[src/rtl/serial_tx_pkg.sv]
// Shared definitions for the serial frame transmitter: FSM encoding,
// line levels and a sizing helper for the counters.
package serial_tx_pkg;

  typedef enum logic [1:0] {
    IDLE  = 2'd0,
    START = 2'd1,
    DATA  = 2'd2,
    STOP  = 2'd3
  } state_t;

  localparam logic TX_IDLE_LEVEL = 1'b1;
  localparam logic START_BIT     = 1'b0;
  localparam logic STOP_BIT      = 1'b1;

  // Counter width for a range of n values; never narrower than one bit.
  function automatic int clog2_min1(input int n);
    return (n <= 1) ? 1 : $clog2(n);
  endfunction

endpackage

[src/rtl/shift_register_piso.sv]
// Parallel-in, serial-out shift register built from enabled D flip-flops.
// Bit 0 is the serial output; shifting moves the word toward bit 0.
module shift_register_piso #(
  parameter int WIDTH = 8
) (
  input  logic             clk,
  input  logic             reset,
  input  logic             en,
  input  logic             load,
  input  logic             shift,
  input  logic [WIDTH-1:0] d_par,
  output logic             q_ser
);

  logic [WIDTH-1:0] q;
  logic [WIDTH-1:0] d;

  always_comb begin
    // NOTE: default first so every path assigns d; otherwise a latch is inferred.
    d = q;
    if (load)       d = d_par;
    else if (shift) d = q >> 1;
  end

  always_ff @(posedge clk) begin
    // NOTE: non-blocking so all flops sample pre-edge values, matching hardware.
    if (reset)   q <= '0;
    else if (en) q <= d;
  end

  assign q_ser = q[0];

endmodule

[src/rtl/serial_tx.sv]
// Frame transmitter: start bit, WIDTH data bits LSB first, stop bit, each
// held BIT_CYCLES enabled clocks. All outputs come straight from flops.
module serial_tx
  import serial_tx_pkg::*;
#(
  parameter int WIDTH      = 8,
  parameter int BIT_CYCLES = 4
) (
  input  logic             clk,
  input  logic             reset,
  input  logic             en,
  input  logic [WIDTH-1:0] data_in,
  input  logic             load,
  output logic             ready,
  output logic             tx,
  output logic             busy,
  output logic             done
);

  localparam int TW = clog2_min1(BIT_CYCLES);
  localparam int IW = clog2_min1(WIDTH);

  state_t          state, state_n;
  logic [TW-1:0]   timer, timer_n;
  logic [IW-1:0]   bit_idx, bit_idx_n;
  logic            tx_n, ready_n, busy_n, done_n;
  logic            sr_load, sr_shift, sr_q;
  logic            wrap;

  shift_register_piso #(.WIDTH(WIDTH)) u_sr (
    .clk   (clk),
    .reset (reset),
    .en    (en),
    .load  (sr_load),
    .shift (sr_shift),
    .d_par (data_in),
    .q_ser (sr_q)
  );

  assign wrap = (timer == TW'(BIT_CYCLES - 1));

  // The register is shifted at the start of each data bit rather than the
  // end, so the flopped tx can take the new bit 0 on the same edge.
  always_comb begin
    state_n   = state;
    timer_n   = timer;
    bit_idx_n = bit_idx;
    tx_n      = tx;
    ready_n   = ready;
    busy_n    = busy;
    done_n    = 1'b0;
    sr_load   = 1'b0;
    sr_shift  = 1'b0;
    if (en) begin
      unique case (state)
        IDLE: begin
          if (load && ready) begin
            state_n = START;
            timer_n = '0;
            tx_n    = START_BIT;
            ready_n = 1'b0;
            busy_n  = 1'b1;
            sr_load = 1'b1;
          end
        end
        START: begin
          if (wrap) begin
            state_n   = DATA;
            timer_n   = '0;
            bit_idx_n = '0;
            tx_n      = sr_q;
            sr_shift  = 1'b1;
          end else begin
            timer_n = timer + TW'(1);
          end
        end
        DATA: begin
          if (wrap) begin
            timer_n = '0;
            if (bit_idx == IW'(WIDTH - 1)) begin
              state_n = STOP;
              tx_n    = STOP_BIT;
            end else begin
              bit_idx_n = bit_idx + IW'(1);
              tx_n      = sr_q;
              sr_shift  = 1'b1;
            end
          end else begin
            timer_n = timer + TW'(1);
          end
        end
        STOP: begin
          if (wrap) begin
            state_n = IDLE;
            timer_n = '0;
            tx_n    = TX_IDLE_LEVEL;
            ready_n = 1'b1;
            busy_n  = 1'b0;
            done_n  = 1'b1;
          end else begin
            timer_n = timer + TW'(1);
          end
        end
        default: state_n = IDLE;
      endcase
    end
  end

  always_ff @(posedge clk) begin
    if (reset) begin
      state   <= IDLE;
      timer   <= '0;
      bit_idx <= '0;
      tx      <= TX_IDLE_LEVEL;
      ready   <= 1'b1;
      busy    <= 1'b0;
      done    <= 1'b0;
    end else begin
      state   <= state_n;
      timer   <= timer_n;
      bit_idx <= bit_idx_n;
      tx      <= tx_n;
      ready   <= ready_n;
      busy    <= busy_n;
      done    <= done_n;
    end
  end

endmodule

[config.mk]
export PLATFORM = sky130hd
export DESIGN_NAME = serial_tx
export DESIGN_NICKNAME = d
export VERILOG_FILES = /design/src/rtl/serial_tx_pkg.sv /design/src/rtl/shift_register_piso.sv /design/src/rtl/serial_tx.sv
export SDC_FILE = /design/constraint.sdc
export NUM_CORES = 1
export LEC_CHECK = 0
export CAP_MARGIN = 10
export CELL_PAD_IN_SITES_DETAIL_PLACEMENT = 1
export CELL_PAD_IN_SITES_GLOBAL_PLACEMENT = 2
export CORE_MARGIN = 4
export CORE_UTILIZATION = 33
export CTS_CLUSTER_DIAMETER = 150
export DETAILED_ROUTE_END_ITERATION = 8
export PLACE_DENSITY_LB_ADDON = 0.1
export REMOVE_ABC_BUFFERS = 1
export SLEW_MARGIN = 10
export SYNTH_ARGS = -nofsm -noshare
export SYNTH_HDL_FRONTEND = slang
export SYNTH_SLANG_ARGS = --single-unit
export TNS_END_PERCENT = 100
[constraint.sdc]
create_clock -name clk -period 3.1 [get_ports clk]
set_input_delay 0.465 -clock clk [delete_from_list [all_inputs] [get_ports clk]]
set_output_delay 0.465 -clock clk [all_outputs]
set_load 0.02 [all_outputs]
==> results.yml, run 1 <==
# physical design summary
detailed_routing:
  wl_met3_um: 92
  drtIter0Drc: 28
  drcViolationCount: 0
power:
  pwr-share-seq_pct: 51.6
  pwr_density_cell_mw_per_mm2: 466
  p_sw_uw: 169
  p_leak_nw: 0.481
  pwr-share-comb_pct: 24.5
timing:
  clock_skew_ns: 0.00584
  finalHoldViolations: 0
  max_freq_mhz: 496
  max-slew-margin-rel_pct: 58.3
floorplan:
  nWellTaps: 31
  rows: 19
cells_and_area:
  largestClassByArea: "combinational gates"
  seq_area_um2: 380
  reg.largest.list: "u_sr.q x8, bit_idx x3"
  syn_to_final_growth_pct: 17.8
  comb_share_pct: 46.9
  final_cell_mix: "19 x dfxtp_1, 15 x clkdlybuf4s50_1, 13 x a21oi_1, 12 x o21ai_0"
  layout.nonclk_buf_share_pct: 12.9
  seq_share_pct: 32.6
setup_path:
  worstSetupEndpointType: "flip-flop"
  required_ns: 3.28
  reg2reg_to: "u_sr.q[6]"
synth:
  common_cells: "19 x dfxtp_1, 13 x a21oi_1, 12 x o21ai_0"
  logic_family: "AND-OR/OR-AND gates"
  edf_count: 0
  yosys.area_share.aoi_pct: 25.2
  yosysTopAreaCell: "dfxtp_1"
  synthDistinctLibCells: 30
  adder_share_pct: 8.85
  topCellsByArea: "dfxtp_1 38%, ha_1 8.8%, mux2i_1 7.1%, a21oi_1 6.6%, o21ai_0 6.1%"
clocking:
  ctsLongestPathBuffers: 2
  clock-sinks: 19
  clk-insertion-delay-late_ns: 0.30
  cts-root-buf: "clkbuf_4"
place:
  dp_worst_setup_slack_ns: 0.735
  finalWeightedCongestion: 0.706
  io_buffers: 15
grt:
  first_global_vias: 864
  grt_util_met1_pct: 14.8
  antenna_found_initial: 0
  grtUsageMet2_pct: 19.2
status:
  status: "completed"
min_path:
  min_from: "u_sr.q[7]"
  hold_depth: 2
**Run 1: placed cells, one color a class**

Scale bar: 20 um.
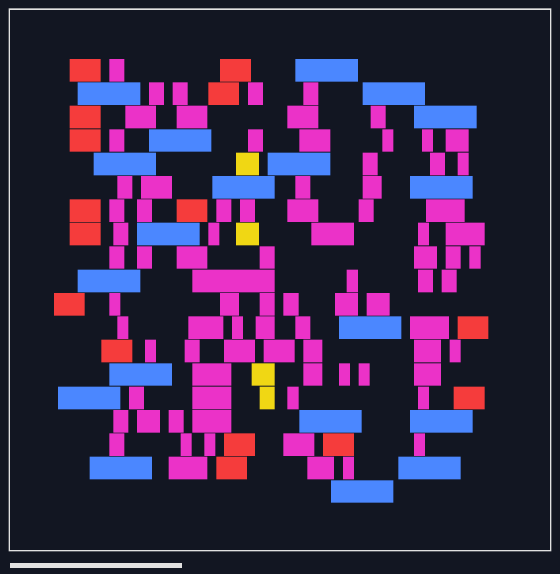
legend:
  blue:
    class: sequential cells
    cells: 19
    share_of_their_area: 34%
  magenta:
    class: remaining logic cells
    cells: 85
    share_of_their_area: 50%
  yellow:
    class: clock drivers and dummy loads
    cells: 4
    share_of_their_area: 2.4%
  red:
    class: remaining buffers and delay cells
    cells: 15
    share_of_their_area: 13%

**Run 1: power grid**

Scale bar: 20 um. Pins as bars on the die edge. Tap cells in gray.
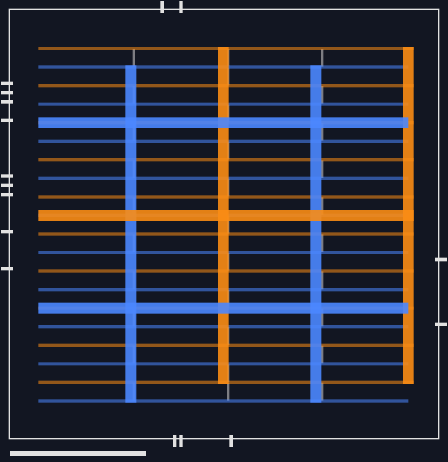
legend:
  blue:
    net: VSS
  orange:
    net: VDD
met1 rails: 20
tap cells: 31
met5 straps: 3

**Run 1: clock network drawn from the DEF**

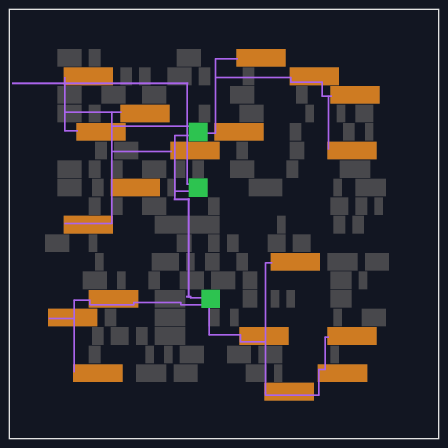
legend:
  green:
    item: clock-net drivers
    count: 3
  orange:
    item: flip-flops
    count: 19
  purple:
    item: clock wires
    length: 269 um
flops lie: spread over the die
routed clock nets: 4

**Run 1: cell outlines without signal wires**

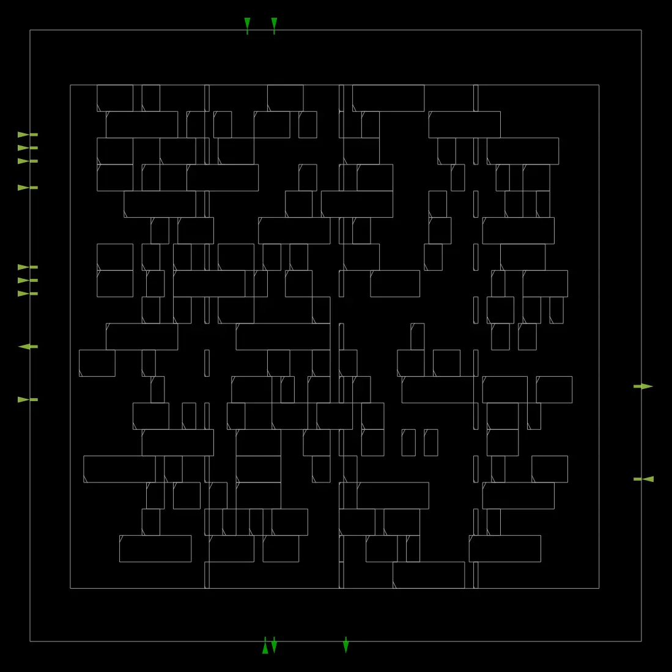

==> inputs of run 2 (changes only) <==
--- a/config.mk
+++ b/config.mk
@@ -9,7 +9,7 @@
 export CELL_PAD_IN_SITES_DETAIL_PLACEMENT = 1
 export CELL_PAD_IN_SITES_GLOBAL_PLACEMENT = 2
 export CORE_MARGIN = 4
-export CORE_UTILIZATION = 33
+export CORE_UTILIZATION = 28
 export CTS_CLUSTER_DIAMETER = 150
 export DETAILED_ROUTE_END_ITERATION = 8
 export PLACE_DENSITY_LB_ADDON = 0.1
==> constraint.sdc (replaced) <==
create_clock -name clk -period 1.7 [get_ports clk]
set_input_delay 0.255 -clock clk [delete_from_list [all_inputs] [get_ports clk]]
set_output_delay 0.255 -clock clk [all_outputs]
set_load 0.02 [all_outputs]
**Run 2: cell outlines without signal wires**

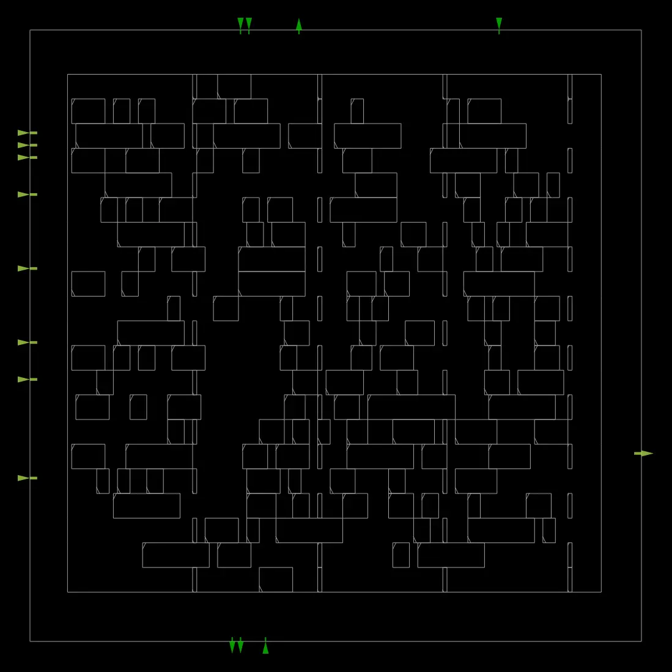
# rows: 21
tapcell count: 46
core box area: 0.00336 mm2

**Run 2: power grid**

Scale bar: 20 um. Pins as bars on the die edge. Tap cells in gray.
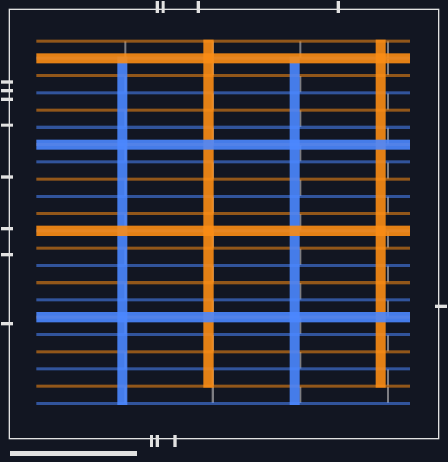
legend:
  orange:
    net: VDD
  blue:
    net: VSS
tap cells: 46
met4 straps: 4

==> run 2 against run 1 <==
Net effect: worst setup slack got worse by 0.98 ns; register-to-register slack got worse by 1.2 ns; cell area rose by 11%; flip-flop count did not move; die size rose by 15%; clock-buffer cell count did not move; clock power rose by 87%; synthesized cell count did not move; synthesized area did not move; via count rose by 5.6%; highest routed layer unchanged.
==> results.yml, run 2 <==
# physical design summary
status:
  status: "completed"
power:
  pwr_density_cell_mw_per_mm2: 796
  pwr-share-comb_pct: 27.2
  p_sw_uw: 323
  p_leak_nw: 0.549
synth:
  adder_share_pct: 8.85
  synthDistinctLibCells: 30
  edf_count: 0
  logic_family: "AND-OR/OR-AND gates"
place:
  finalWeightedCongestion: 0.695
setup_path:
  reg2reg_to: "state[1]"
  worstSetupEndpointType: "primary output"
detailed_routing:
  drtIter0Drc: 27
grt:
  first_global_vias: 865
clocking:
  clock-sinks: 19
  cts-root-buf: "clkbuf_4"
  ctsLongestPathBuffers: 2
cells_and_area:
  layout.nonclk_buf_share_pct: 19.5
  largestClassByArea: "combinational gates"
  syn_to_final_growth_pct: 31.0
  final_cell_mix: "18 x dfxtp_1, 15 x clkdlybuf4s50_1, 12 x o21ai_0, 12 x a21oi_1, 11 x buf_4"
timing:
  finalHoldViolations: 0
**Run 2: clock network drawn from the DEF**

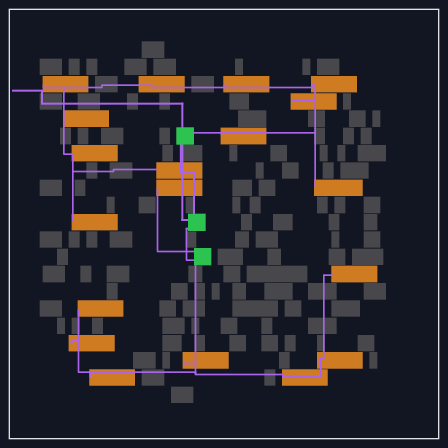
legend:
  orange:
    item: flip-flops
    count: 19
  purple:
    item: clock wires
    length: 304 um
  green:
    item: clock-net drivers
    count: 3
routed clock nets: 4

==> inputs of run 3 (changes only) <==
--- a/config.mk
+++ b/config.mk
@@ -5,6 +5,7 @@
 export SDC_FILE = /design/constraint.sdc
 export NUM_CORES = 1
 export LEC_CHECK = 0
+export ABC_CLOCK_PERIOD_IN_PS = 1700
 export CAP_MARGIN = 10
 export CELL_PAD_IN_SITES_DETAIL_PLACEMENT = 1
 export CELL_PAD_IN_SITES_GLOBAL_PLACEMENT = 2
**Run 3: clock network drawn from the DEF**

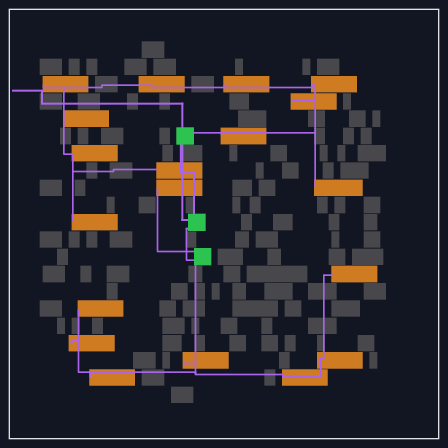
legend:
  green:
    item: clock-net drivers
    count: 3
  purple:
    item: clock wires
    length: 304 um
  orange:
    item: flip-flops
    count: 19
routed clock nets: 4

**Run 3: signal wires by layer**

Scale bar: 20 um. Only two layers are drawn.
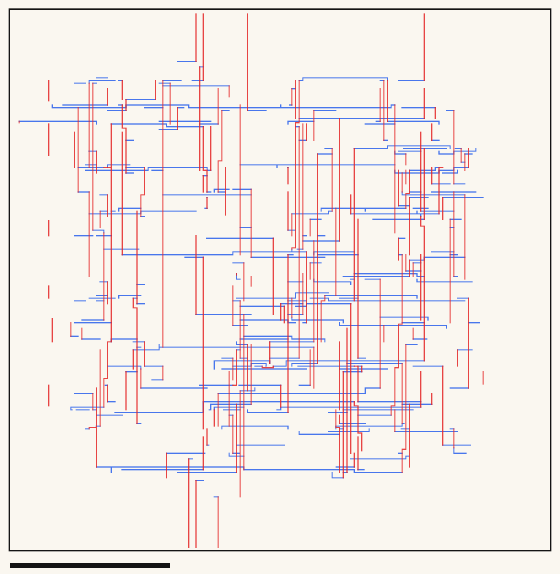
legend:
  red:
    layer: M2
    wire_length: 1200 um
  blue:
    layer: M1
    wire_length: 1090 um

**Run 3: power grid**

Scale bar: 20 um. Pins as bars on the die edge. Tap cells in gray.
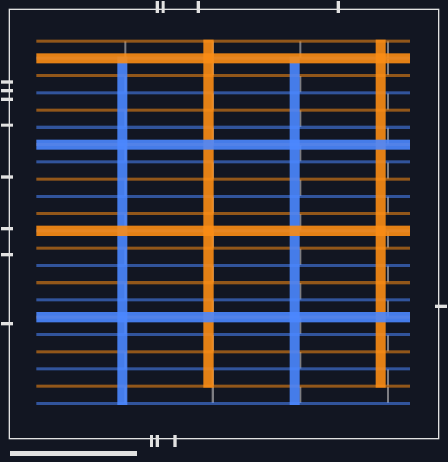
peak supply drop: 0.000308 V
Die H: 67.5 um

==> run 3 against run 2 <==
Net effect: via count unchanged; global-route usage unchanged; utilization unchanged; sequential power about the same; critical path depth unchanged.
==> results.yml, run 3 <==
# physical design summary
synth:
  yosysTopAreaCell: "dfxtp_1"
  edf_count: 0
  ys_seq_share_pct: 38.4
  synthDistinctLibCells: 30
  adder_share_pct: 8.85
  logic_family: "AND-OR/OR-AND gates"
  synthFlopType: "dfxtp_1"
  topCellsByArea: "dfxtp_1 38%, ha_1 8.8%, mux2i_1 7.1%, a21oi_1 6.6%, o21ai_0 6.1%"
timing:
  worst_pin_slew_ns: 0.348
  finalHoldViolations: 0
cells_and_area:
  layout.nonclk_buf_share_pct: 19.5
  syn_to_final_growth_pct: 31.0
  largestClassByArea: "combinational gates"
  fin_cells: 181
  final_common_cell: "dfxtp_1"
  final_cell_mix: "18 x dfxtp_1, 15 x clkdlybuf4s50_1, 12 x o21ai_0, 12 x a21oi_1, 11 x buf_4"
power:
  pwr_density_cell_mw_per_mm2: 796
  pwr-share-comb_pct: 27.2
  p_leak_nw: 0.549
  p_sw_uw: 323
floorplan:
  io_pins: 16
  core_area_mm2: 0.00336
  nWellTaps: 46
  rows: 21
clocking:
  ctsHoldBuffers: 0
  ctsLongestPathBuffers: 2
  cts-root-buf: "clkbuf_4"
  clock-sinks: 19
place:
  dp_worst_setup_slack_ns: -0.0269
  finalWeightedCongestion: 0.695
  io_buffers: 15
flow_run:
  tool_warnings: 28
grt:
  first_global_vias: 865
detailed_routing:
  drtIter0Drc: 27
status:
  status: "completed"
setup_path:
  reg2reg_to: "state[1]"
  worstSetupEndpointType: "primary output"
Power figures rest on the tool's default switching activity, not on a simulated workload.
